## config.mk

```make
export PLATFORM = sky130hd
export DESIGN_NAME = demux_stream
export DESIGN_NICKNAME = d
export VERILOG_FILES = /design/src/rtl/demux_pkg.sv /design/src/rtl/onehot_dec.sv /design/src/rtl/demux_stream.sv
export SDC_FILE = /design/constraint.sdc
export NUM_CORES = 1
export LEC_CHECK = 0
export ABC_AREA = 1
export CORE_MARGIN = 1
export CORE_UTILIZATION = 41
export CTS_CLUSTER_DIAMETER = 50
export DETAILED_ROUTE_END_ITERATION = 7
export GPL_TIMING_DRIVEN = 0
export MAX_ROUTING_LAYER = met4
export PLACE_DENSITY = 0.84
export SKIP_LAST_GASP = 1
export SLEW_MARGIN = 20
export SYNTH_ARGS = -nofsm -noshare
export SYNTH_HDL_FRONTEND = slang
export SYNTH_SLANG_ARGS = --single-unit
```

## constraint.sdc

```tcl
create_clock -name clk -period 1.5 [get_ports clk]
set_input_delay 0.15 -clock clk [delete_from_list [all_inputs] [get_ports clk]]
set_output_delay 0.15 -clock clk [all_outputs]
set_load 0.02 [all_outputs]
```

## src/rtl/demux_pkg.sv

```systemverilog
// Shared defaults and helpers for the stream demultiplexer family.
package demux_pkg;

    localparam int DEF_SEL_W  = 4;
    localparam int DEF_N      = 16;
    localparam int DEF_DATA_W = 8;
    localparam int DEF_CNT_W  = 8;

    // Increment that sticks at the all-ones value of a width-bit counter.
    function automatic logic [31:0] sat_inc(input logic [31:0] cnt, input int unsigned width);
        logic [32:0] max_v;
        max_v = (33'd1 << width) - 33'd1;
        return ({1'b0, cnt} >= max_v) ? cnt : cnt + 32'd1;
    endfunction

endpackage

```

## src/rtl/onehot_dec.sv

```systemverilog
// Parametrised binary-to-one-hot decoder with enable and out-of-range flag.
module onehot_dec #(
    parameter int SEL_W = 4,
    parameter int N     = 16
) (
    input  logic [SEL_W-1:0] sel,
    input  logic             en,
    output logic [N-1:0]     onehot,
    output logic             oob
);

    always_comb begin
        onehot = '0;
        for (int i = 0; i < N; i++) begin
            onehot[i] = en && (32'(sel) == i);
        end
    end

    assign oob = en && (32'(sel) >= N);

endmodule

```

## src/rtl/demux_stream.sv

```systemverilog
// Registered 1-to-N stream demultiplexer: holds one beat until every targeted
// channel has taken it, with broadcast mode and out-of-range drop accounting.
module demux_stream
    import demux_pkg::*;
#(
    parameter int SEL_W  = DEF_SEL_W,
    parameter int N      = DEF_N,
    parameter int DATA_W = DEF_DATA_W,
    parameter int CNT_W  = DEF_CNT_W
) (
    input  logic              clk,
    input  logic              rst_n,
    input  logic              in_valid,
    output logic              in_ready,
    input  logic [SEL_W-1:0]  in_sel,
    input  logic              in_bcast,
    input  logic [DATA_W-1:0] in_data,
    output logic [N-1:0]      out_valid,
    input  logic [N-1:0]      out_ready,
    output logic [DATA_W-1:0] out_data,
    output logic              busy,
    output logic              err_sel,
    output logic [CNT_W-1:0]  drop_cnt,
    input  logic              err_clr
);

    logic [N-1:0]      pend;
    logic [DATA_W-1:0] data_q;
    logic              err_q;
    logic [CNT_W-1:0]  cnt_q;

    logic [N-1:0] sel_hot;
    logic [N-1:0] tgt;
    logic         sel_oob;
    logic         acc;
    logic         drop;

    onehot_dec #(
        .SEL_W (SEL_W),
        .N     (N)
    ) u_dec (
        .sel    (in_sel),
        .en     (~in_bcast),
        .onehot (sel_hot),
        .oob    (sel_oob)
    );

    // Ready as soon as every still-pending channel is accepting this cycle,
    // which lets a new beat overlap the final drain.
    assign in_ready = ((pend & ~out_ready) == '0);
    assign acc      = in_valid & in_ready;
    assign tgt      = in_bcast ? {N{1'b1}} : sel_hot;
    assign drop     = acc & sel_oob;

    always_ff @(posedge clk or negedge rst_n) begin
        if (!rst_n) begin
            pend   <= '0;
            data_q <= '0;
        end else if (acc) begin
            pend   <= tgt;
            data_q <= in_data;
        end else begin
            pend   <= pend & ~out_ready;
        end
    end

    // A drop in the same cycle as a clear still records that drop.
    always_ff @(posedge clk or negedge rst_n) begin
        if (!rst_n) begin
            err_q <= 1'b0;
            cnt_q <= '0;
        end else if (drop) begin
            err_q <= 1'b1;
            cnt_q <= err_clr ? CNT_W'(1) : CNT_W'(sat_inc(32'(cnt_q), CNT_W));
        end else if (err_clr) begin
            err_q <= 1'b0;
            cnt_q <= '0;
        end
    end

    assign out_valid = pend;
    assign out_data  = data_q;
    assign busy      = |pend;
    assign err_sel   = err_q;
    assign drop_cnt  = cnt_q;

endmodule

```

==> flow_metrics.tcl <==
# place-and-route summary
set metrics [dict create \
    status "finished with violations" \
    violations "setup timing" \
    cts_buffers 3 \
    netlist.top_cell.by_area "dfrtp_1" \
    setup_slack_ns -0.162 \
    ys_cells 178 \
    ys_seq_share_pct 41.7 \
    dp_hpwl_um 2610 \
    ant_nets 0 \
    r2r_cells 10 \
    n_fill_cell 269 \
    post-route-min-period_ns 1.66 \
    synthAoiAreaFrac_pct 5.57 \
    logic_family "simple AND/OR/NAND/NOR gates" \
    antenna_found_initial 0 \
    tool_warnings 29 \
    power_leakage_nw 1.46 \
    dp.cells 288 \
    tapCellCount 46 \
    critPathLaunch "out_valid[3]$_DFF_PN0_" \
    synth_area_mm2 0.00144 \
    irDropWorstVdd_mv 1.64 \
    final_common_cell "nand2_1" \
    period_used_pct 111 \
    largest_class "non-clock buffers" \
    ys_async_sr_fraction_pct 100 \
    end_kind "primary output" \
    critPathRequiredTime_ns 1.35 \
    tritoncts "done" \
    tns_ns -0.774 \
    cts-hold-fix-buffers 0 \
    finClkSkew_ns 0.00147 \
    grt_pass1_vias 1242 \
    cp_max_fo 3 \
    top_cells_by_area "dfrtp_1, nand2_1, nand3_2" \
    hp-class "in2reg" \
    drt_iter0_markers 31 \
    comb_cells 126 \
    diodes 0 \
    clock_area_share_pct 1.55 \
    synth_cell_type_count 16 \
    cts_max_level 1 \
    drt-total-wl_um 3660 \
    multiInputGateArea_um2 722 \
    yosysMostFrequentCell "nand2_1" \
    startpoint_type "flip-flop" \
    ys_area_mm2 0.00144 \
    relSlewSlack_pct 64.6 \
    fmax_ghz 0.602 \
    yosys.area.top_type_share_pct 41.7 \
    final_cells 305 \
    reg2reg_setup_slack_ns -0.06 \
    die_y_um 61.2 \
    io_buffers 56 \
    yosysWarnings 0 \
    lay_top_cells "nand2_1, clkdlybuf4s50_1, dfrtp_1" \
    fp_util_pct 43.1 \
    layout.nets 293 \
    place_ws_ns -0.659 \
    cts_max_path_buffers 2 \
    endpoint "in_ready" \
    drive_gt1_share_pct 27.8 \
    finalSetupViolCount 17 \
    cts_resized 17 \
    edf_count 0 \
    grt_pass1_wl_um 5330 \
    holdWs_ns 0.196 \
    drv_slew 0 \
    grt_use_total_pct 20.1 \
    drc 0 \
    mux_share_pct 0 \
    syn_area_per_cell_um2 8.08 \
]
-- metal layers --
| layer | vias up | share of wire [%] |
|---|---|---|
| met1 | 643 | 43 |
| met4 | 0 | 2.0 |
| met2 | 47 | 50 |
| met5 | - | 0 |
| met3 | 9 | 4.8 |
| li1 | 704 | - |
-- state kept, by name, summed over array words and instances, names as in the netlist --
signal and cells:
out_valid 16, out_data 8
-- report_power, final --
group          switching (W)  internal [W]  total, W
sequential          0.000253      0.000976   0.00123
clock               0.000197      0.000148  0.000345
combinational        0.00192       0.00197   0.00390
total                0.00237       0.00310   0.00547
-- worst max-delay path, cell delays in order (launching register included) --
cell     delay, ns
dfrtp_1       0.45
nand2_2       0.11
nand2_2       0.07
nor2_2        0.12
nand2_2       0.11
nor2_8        0.14
buf_12        0.11
buf_8         0.10
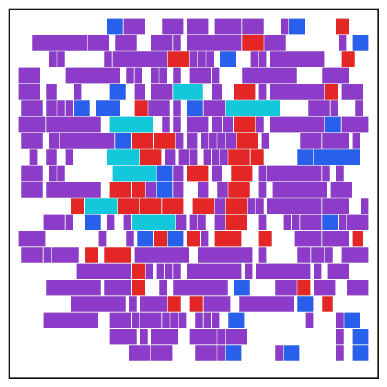
*Cell sizes after repair*
(6 px per um)
[purple] x1 and smaller | cells: 187 | most used: nand2_1
[red] x2 | cells: 39 | most used: nand3_2
[cyan] x6 and larger | cells: 7
[blue] x3 and x4 | cells: 26 | most used: buf_4
area grow syn2layout: 63.2%
non-clock buffer count: 84

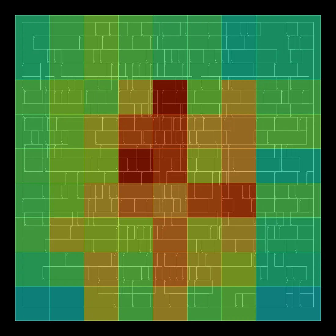
*Routing congestion*
busiest metal layer after global routing: met2
M2 GR Usage: 34.3%

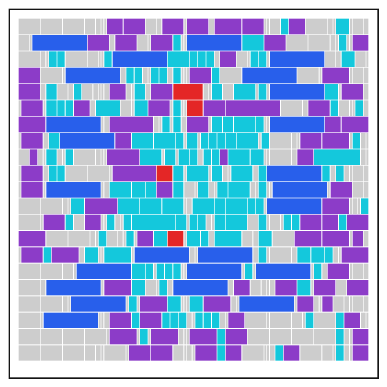
*Placement by cell class*
(6 px per um) Fill, decap, tap and diode cells in grey.
[cyan] remaining logic cells | cells: 147 | share of their area: 35%
[blue] registers | cells: 24 | share of their area: 26%
[red] clock drivers and dummy loads | cells: 4 | share of their area: 1.6%
[purple] remaining buffers and delay cells | cells: 84 | share of their area: 37%
Core ar.: 0.00334 mm^2
Core Rows: 21
Seq area share: 25.6%
Finished Cell Area: 0.00235 mm^2
Final Core Density: 70.4%

